==> images/sizing.png <==
Scale: 2 px per um.
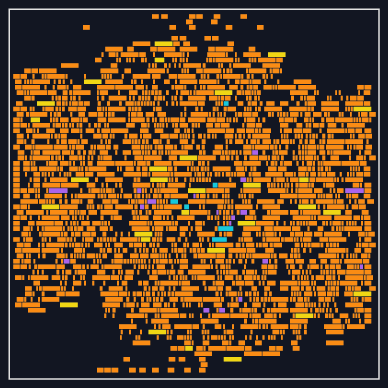
==> images/class_map.png <==
Scale: 2 px per um.
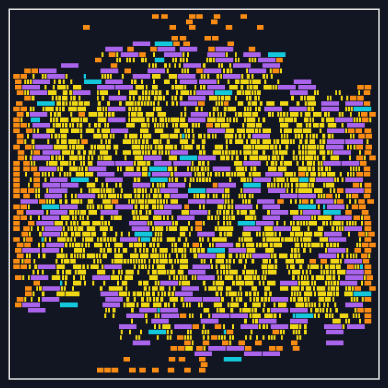
File: src/rtl/vga_scan_engine_if.sv
// Bundle between game logic (master) and the VGA scan engine (slave).
// pattern_sel exists only when VGA_TEST_PATTERN_EN is defined.
interface vga_scan_engine_if #(
  parameter int NUM_RECT = 4,
  parameter int CW       = 10
);
  logic [NUM_RECT-1:0]    rect_en;
  logic [NUM_RECT*CW-1:0] rect_x;
  logic [NUM_RECT*CW-1:0] rect_y;
  logic [NUM_RECT*CW-1:0] rect_w;
  logic [NUM_RECT*CW-1:0] rect_h;
  logic [NUM_RECT*3-1:0]  rect_rgb;
  logic [2:0]             bg_rgb;
`ifdef VGA_TEST_PATTERN_EN
  logic                   pattern_sel;
`endif
  logic [2:0]             RGB;
  logic                   hsync;
  logic                   vsync;
  logic                   active;
  logic [CW-1:0]          hor_count;
  logic [CW-1:0]          ver_count;
  logic                   frame_start;
  logic                   line_start;

`ifdef VGA_TEST_PATTERN_EN
  modport master (
    output rect_en, rect_x, rect_y, rect_w, rect_h,
    output rect_rgb, bg_rgb, pattern_sel,
    input  RGB, hsync, vsync, active,
    input  hor_count, ver_count, frame_start, line_start
  );
  modport slave (
    input  rect_en, rect_x, rect_y, rect_w, rect_h,
    input  rect_rgb, bg_rgb, pattern_sel,
    output RGB, hsync, vsync, active,
    output hor_count, ver_count, frame_start, line_start
  );
`else
  modport master (
    output rect_en, rect_x, rect_y, rect_w, rect_h,
    output rect_rgb, bg_rgb,
    input  RGB, hsync, vsync, active,
    input  hor_count, ver_count, frame_start, line_start
  );
  modport slave (
    input  rect_en, rect_x, rect_y, rect_w, rect_h,
    input  rect_rgb, bg_rgb,
    output RGB, hsync, vsync, active,
    output hor_count, ver_count, frame_start, line_start
  );
`endif
endinterface

File: src/rtl/vga_scan_engine.sv
// VGA raster generator with prioritised, frame-buffered rectangle overlay.
// Optional colour-bar test pattern under VGA_TEST_PATTERN_EN.
module vga_scan_engine #(
  parameter int H_ACTIVE  = 640,
  parameter int H_FP      = 16,
  parameter int H_SYNC    = 96,
  parameter int H_BP      = 48,
  parameter int V_ACTIVE  = 480,
  parameter int V_FP      = 10,
  parameter int V_SYNC    = 2,
  parameter int V_BP      = 33,
  parameter bit HSYNC_POL = 1'b0,
  parameter bit VSYNC_POL = 1'b0,
  parameter int NUM_RECT  = 4,
  parameter int CW        = 10,
  parameter int BAR_SHIFT = 6
) (
  input  logic               CLK_25MH,
  input  logic               RST,
  vga_scan_engine_if.slave   bus
);

  localparam int H_TOTAL = H_ACTIVE + H_FP + H_SYNC + H_BP;
  localparam int V_TOTAL = V_ACTIVE + V_FP + V_SYNC + V_BP;

  localparam logic [CW-1:0] H_LAST = CW'(H_TOTAL - 1);
  localparam logic [CW-1:0] V_LAST = CW'(V_TOTAL - 1);
  localparam logic [CW-1:0] H_ACT  = CW'(H_ACTIVE);
  localparam logic [CW-1:0] V_ACT  = CW'(V_ACTIVE);
  localparam logic [CW-1:0] HS_LO  = CW'(H_ACTIVE + H_FP);
  localparam logic [CW-1:0] HS_HI  = CW'(H_ACTIVE + H_FP + H_SYNC);
  localparam logic [CW-1:0] VS_LO  = CW'(V_ACTIVE + V_FP);
  localparam logic [CW-1:0] VS_HI  = CW'(V_ACTIVE + V_FP + V_SYNC);

  logic [CW-1:0] r_hcount;
  logic [CW-1:0] r_vcount;
  logic          w_hend;
  logic          w_vend;
  logic          w_load;

  assign w_hend = (r_hcount == H_LAST);
  assign w_vend = (r_vcount == V_LAST);
  assign w_load = w_hend && w_vend;

  always_ff @(posedge CLK_25MH or posedge RST) begin
    if (RST) begin
      r_hcount <= '0;
      r_vcount <= '0;
    end else if (w_hend) begin
      r_hcount <= '0;
      r_vcount <= w_vend ? '0 : r_vcount + 1'b1;
    end else begin
      r_hcount <= r_hcount + 1'b1;
    end
  end

  logic          r_en   [NUM_RECT];
  logic [CW-1:0] r_x    [NUM_RECT];
  logic [CW-1:0] r_y    [NUM_RECT];
  logic [CW-1:0] r_w    [NUM_RECT];
  logic [CW-1:0] r_h    [NUM_RECT];
  logic [2:0]    r_srgb [NUM_RECT];

  // Geometry latches on the last pixel so the new frame starts with it.
  always_ff @(posedge CLK_25MH or posedge RST) begin
    if (RST) begin
      for (int i = 0; i < NUM_RECT; i++) begin
        r_en[i]   <= 1'b0;
        r_x[i]    <= '0;
        r_y[i]    <= '0;
        r_w[i]    <= '0;
        r_h[i]    <= '0;
        r_srgb[i] <= '0;
      end
    end else if (w_load) begin
      for (int i = 0; i < NUM_RECT; i++) begin
        r_en[i]   <= bus.rect_en[i];
        r_x[i]    <= bus.rect_x[i*CW +: CW];
        r_y[i]    <= bus.rect_y[i*CW +: CW];
        r_w[i]    <= bus.rect_w[i*CW +: CW];
        r_h[i]    <= bus.rect_h[i*CW +: CW];
        r_srgb[i] <= bus.rect_rgb[i*3 +: 3];
      end
    end
  end

  logic [CW:0]         w_hc;
  logic [CW:0]         w_vc;
  logic [NUM_RECT-1:0] w_hit;
  logic [2:0]          w_ovl;
  logic [2:0]          w_pix;
  logic                w_vis;
  logic                w_hs_on;
  logic                w_vs_on;

  assign w_hc = {1'b0, r_hcount};
  assign w_vc = {1'b0, r_vcount};

  // One extra bit on the far edge clips instead of wrapping.
  always_comb begin
    w_hit = '0;
    for (int i = 0; i < NUM_RECT; i++) begin
      w_hit[i] = r_en[i]
        && (w_hc >= {1'b0, r_x[i]})
        && (w_hc <  ({1'b0, r_x[i]} + {1'b0, r_w[i]}))
        && (w_vc >= {1'b0, r_y[i]})
        && (w_vc <  ({1'b0, r_y[i]} + {1'b0, r_h[i]}));
    end
  end

  always_comb begin
    w_ovl = bus.bg_rgb;
    for (int i = NUM_RECT - 1; i >= 0; i--) begin
      if (w_hit[i]) w_ovl = r_srgb[i];
    end
  end

`ifdef VGA_TEST_PATTERN_EN
  assign w_pix = bus.pattern_sel
    ? r_hcount[BAR_SHIFT+2:BAR_SHIFT] : w_ovl;
`else
  assign w_pix = w_ovl;
`endif

  assign w_vis   = (r_hcount < H_ACT) && (r_vcount < V_ACT);
  assign w_hs_on = (r_hcount >= HS_LO) && (r_hcount < HS_HI);
  assign w_vs_on = (r_vcount >= VS_LO) && (r_vcount < VS_HI);

  logic [2:0] r_rgb;
  logic       r_hs;
  logic       r_vs;
  logic       r_act;
  logic       r_fs;
  logic       r_ls;

  always_ff @(posedge CLK_25MH or posedge RST) begin
    if (RST) begin
      r_rgb <= 3'b000;
      r_hs  <= ~HSYNC_POL;
      r_vs  <= ~VSYNC_POL;
      r_act <= 1'b0;
      r_fs  <= 1'b0;
      r_ls  <= 1'b0;
    end else begin
      r_rgb <= w_vis ? w_pix : 3'b000;
      r_hs  <= w_hs_on ? HSYNC_POL : ~HSYNC_POL;
      r_vs  <= w_vs_on ? VSYNC_POL : ~VSYNC_POL;
      r_act <= w_vis;
      r_fs  <= (r_hcount == '0) && (r_vcount == '0);
      r_ls  <= (r_hcount == '0) && (r_vcount < V_ACT);
    end
  end

  assign bus.RGB         = r_rgb;
  assign bus.hsync       = r_hs;
  assign bus.vsync       = r_vs;
  assign bus.active      = r_act;
  assign bus.frame_start = r_fs;
  assign bus.line_start  = r_ls;
  assign bus.hor_count   = r_hcount;
  assign bus.ver_count   = r_vcount;

endmodule
File: src/flat_wrapper.sv
// flat-port wrapper written by rule: the top's interface ports become plain ports
module vga_scan_engine_flat 
#(
  parameter int H_ACTIVE  = 640,
  parameter int H_FP      = 16,
  parameter int H_SYNC    = 96,
  parameter int H_BP      = 48,
  parameter int V_ACTIVE  = 480,
  parameter int V_FP      = 10,
  parameter int V_SYNC    = 2,
  parameter int V_BP      = 33,
  parameter bit HSYNC_POL = 1'b0,
  parameter bit VSYNC_POL = 1'b0,
  parameter int NUM_RECT  = 4,
  parameter int CW        = 10,
  parameter int BAR_SHIFT = 6
)
  (CLK_25MH, RST, bus_rect_en, bus_rect_x, bus_rect_y, bus_rect_w, bus_rect_h, bus_rect_rgb, bus_bg_rgb, bus_RGB, bus_hsync, bus_vsync, bus_active, bus_hor_count, bus_ver_count, bus_frame_start, bus_line_start);
  vga_scan_engine_if #(.NUM_RECT(NUM_RECT), .CW(CW)) bus_i ();
  input  logic CLK_25MH;
  input  logic RST;
  input wire logic [$bits(bus_i.rect_en)-1:0] bus_rect_en;
  input wire logic [$bits(bus_i.rect_x)-1:0] bus_rect_x;
  input wire logic [$bits(bus_i.rect_y)-1:0] bus_rect_y;
  input wire logic [$bits(bus_i.rect_w)-1:0] bus_rect_w;
  input wire logic [$bits(bus_i.rect_h)-1:0] bus_rect_h;
  input wire logic [$bits(bus_i.rect_rgb)-1:0] bus_rect_rgb;
  input wire logic [$bits(bus_i.bg_rgb)-1:0] bus_bg_rgb;
  output wire logic [$bits(bus_i.RGB)-1:0] bus_RGB;
  output wire logic [$bits(bus_i.hsync)-1:0] bus_hsync;
  output wire logic [$bits(bus_i.vsync)-1:0] bus_vsync;
  output wire logic [$bits(bus_i.active)-1:0] bus_active;
  output wire logic [$bits(bus_i.hor_count)-1:0] bus_hor_count;
  output wire logic [$bits(bus_i.ver_count)-1:0] bus_ver_count;
  output wire logic [$bits(bus_i.frame_start)-1:0] bus_frame_start;
  output wire logic [$bits(bus_i.line_start)-1:0] bus_line_start;
  assign bus_i.rect_en = bus_rect_en;
  assign bus_i.rect_x = bus_rect_x;
  assign bus_i.rect_y = bus_rect_y;
  assign bus_i.rect_w = bus_rect_w;
  assign bus_i.rect_h = bus_rect_h;
  assign bus_i.rect_rgb = bus_rect_rgb;
  assign bus_i.bg_rgb = bus_bg_rgb;
  assign bus_RGB = bus_i.RGB;
  assign bus_hsync = bus_i.hsync;
  assign bus_vsync = bus_i.vsync;
  assign bus_active = bus_i.active;
  assign bus_hor_count = bus_i.hor_count;
  assign bus_ver_count = bus_i.ver_count;
  assign bus_frame_start = bus_i.frame_start;
  assign bus_line_start = bus_i.line_start;
  vga_scan_engine #(.H_ACTIVE(H_ACTIVE), .H_FP(H_FP), .H_SYNC(H_SYNC), .H_BP(H_BP), .V_ACTIVE(V_ACTIVE), .V_FP(V_FP), .V_SYNC(V_SYNC), .V_BP(V_BP), .HSYNC_POL(HSYNC_POL), .VSYNC_POL(VSYNC_POL), .NUM_RECT(NUM_RECT), .CW(CW), .BAR_SHIFT(BAR_SHIFT)) u_core (.CLK_25MH(CLK_25MH), .RST(RST), .bus(bus_i));
endmodule
File: config.mk
export PLATFORM = sky130hd
export DESIGN_NAME = vga_scan_engine_flat
export DESIGN_NICKNAME = d
export VERILOG_FILES = /design/src/rtl/vga_scan_engine_if.sv /design/src/rtl/vga_scan_engine.sv /design/src/flat_wrapper.sv
export SDC_FILE = /design/constraint.sdc
export NUM_CORES = 1
export LEC_CHECK = 0
export ABC_AREA = 1
export CORE_UTILIZATION = 45
export DETAILED_ROUTE_END_ITERATION = 10
export GPL_ROUTABILITY_DRIVEN = 0
export HOLD_SLACK_MARGIN = 0.02
export PLACE_DENSITY = 0.77
export REMOVE_ABC_BUFFERS = 1
export SLEW_MARGIN = 20
export SYNTH_ARGS = -nofsm -noshare
export SYNTH_HDL_FRONTEND = slang
export SYNTH_SLANG_ARGS = --single-unit
File: constraint.sdc
create_clock -name CLK_25MH -period 9.4 [get_ports CLK_25MH]
set_clock_uncertainty 0.05 [all_clocks]
set_input_delay 0.94 -clock CLK_25MH [delete_from_list [all_inputs] [get_ports CLK_25MH]]
set_output_delay 0.94 -clock CLK_25MH [all_outputs]
set_load 0.05 [all_outputs]
==> reports/qor.txt <==
die boundary width: 184 um
Setup crit start: u_core.bus.hor_count[1]$_DFF_PP0_
cell depth of the worst flop-to-flop path: 10
main logic family after synthesis: simple AND/OR/NAND/NOR gates
reg-to-reg slack, setup: 5.67 ns
combinational group share of total power: 5.7%
vias in the first global route: 13100
number of tap cells inserted: 442
number of buffers added for setup after CTS: 0
number of antenna violations at the first check in global routing: 4
grt met1 use: 30.0%
clock latency on the worst-skew pair: 0.52 ns
worst-case vdd ir drop: 0.124 mV
violation count after the first detailed-routing iteration: 788
classification of the worst-slack hold path: reg2reg
post-layout period usage of the worst path: 39.7%
Port Buf Inserts: 208
area of the core: 32600 um^2
fin crit period: 3.73 ns
Avg WL per Cell: 15.4 um
switching part of the total power: 21.8%
hold path depth: 2
highest cell delay on the worst timing path: 0.72 ns
kind of cell with the highest combined delay on the critical path: buffers and inverters
area of all placed cells without fillers: 18000 um^2
Cell variety after synth: 42
Via Count: 13200
Antenna Cells: 2
data required time at the worst endpoint: 9.78 ns
Post-synth EDFFs: 0
routed length on met3: 2700 um
clock edge transition at the registers on the reported setup and hold paths: 0.06 ns
dominant synthesized flop cell: sky130_fd_sc_hd__dfrtp_1
logic gate fraction of the total cell area: 48.6%
number of vias per cell: 5.16
depth of the CTS H-tree: 1
outcome: finished clean
type of the worst setup path: reg2reg
GRT Overall Usage: 23.3%
y dimension of the die: 184 um
yosys simple share: 23.2%
fill cell instance count of the final layout: 2950
cell with the biggest individual delay on the critical path: sky130_fd_sc_hd__buf_4
final core occ: 55.0%
highest metal used: met5
most used cells in the layout excluding fill and tap cells: sky130_fd_sc_hd__nand2_1, sky130_fd_sc_hd__ha_1, sky130_fd_sc_hd__clkdlybuf4s50_1, sky130_fd_sc_hd__dfrtp_1, sky130_fd_sc_hd__inv_1
placed cell count: 2516
number of clock buffer instances in the layout: 36
unrepaired setup endpoints after global routing: false
-- sizing.png (at the start) --
| color | size | cells |
|---|---|---|
| cyan | x3 and x4 | 6 |
| purple | x2 | 18 |
| orange | x1 and smaller | 2058 |
| yellow | x6 and larger | 29 |

-- class_map.png (at the start) --
| color | class | cells |
|---|---|---|
| orange | remaining buffers and delay cells | 211 |
| purple | registers | 204 |
| yellow | remaining logic cells | 1659 |
| cyan | clock drivers and dummy loads | 37 |

No activity file was given, so power comes from the tool's default toggle rates.
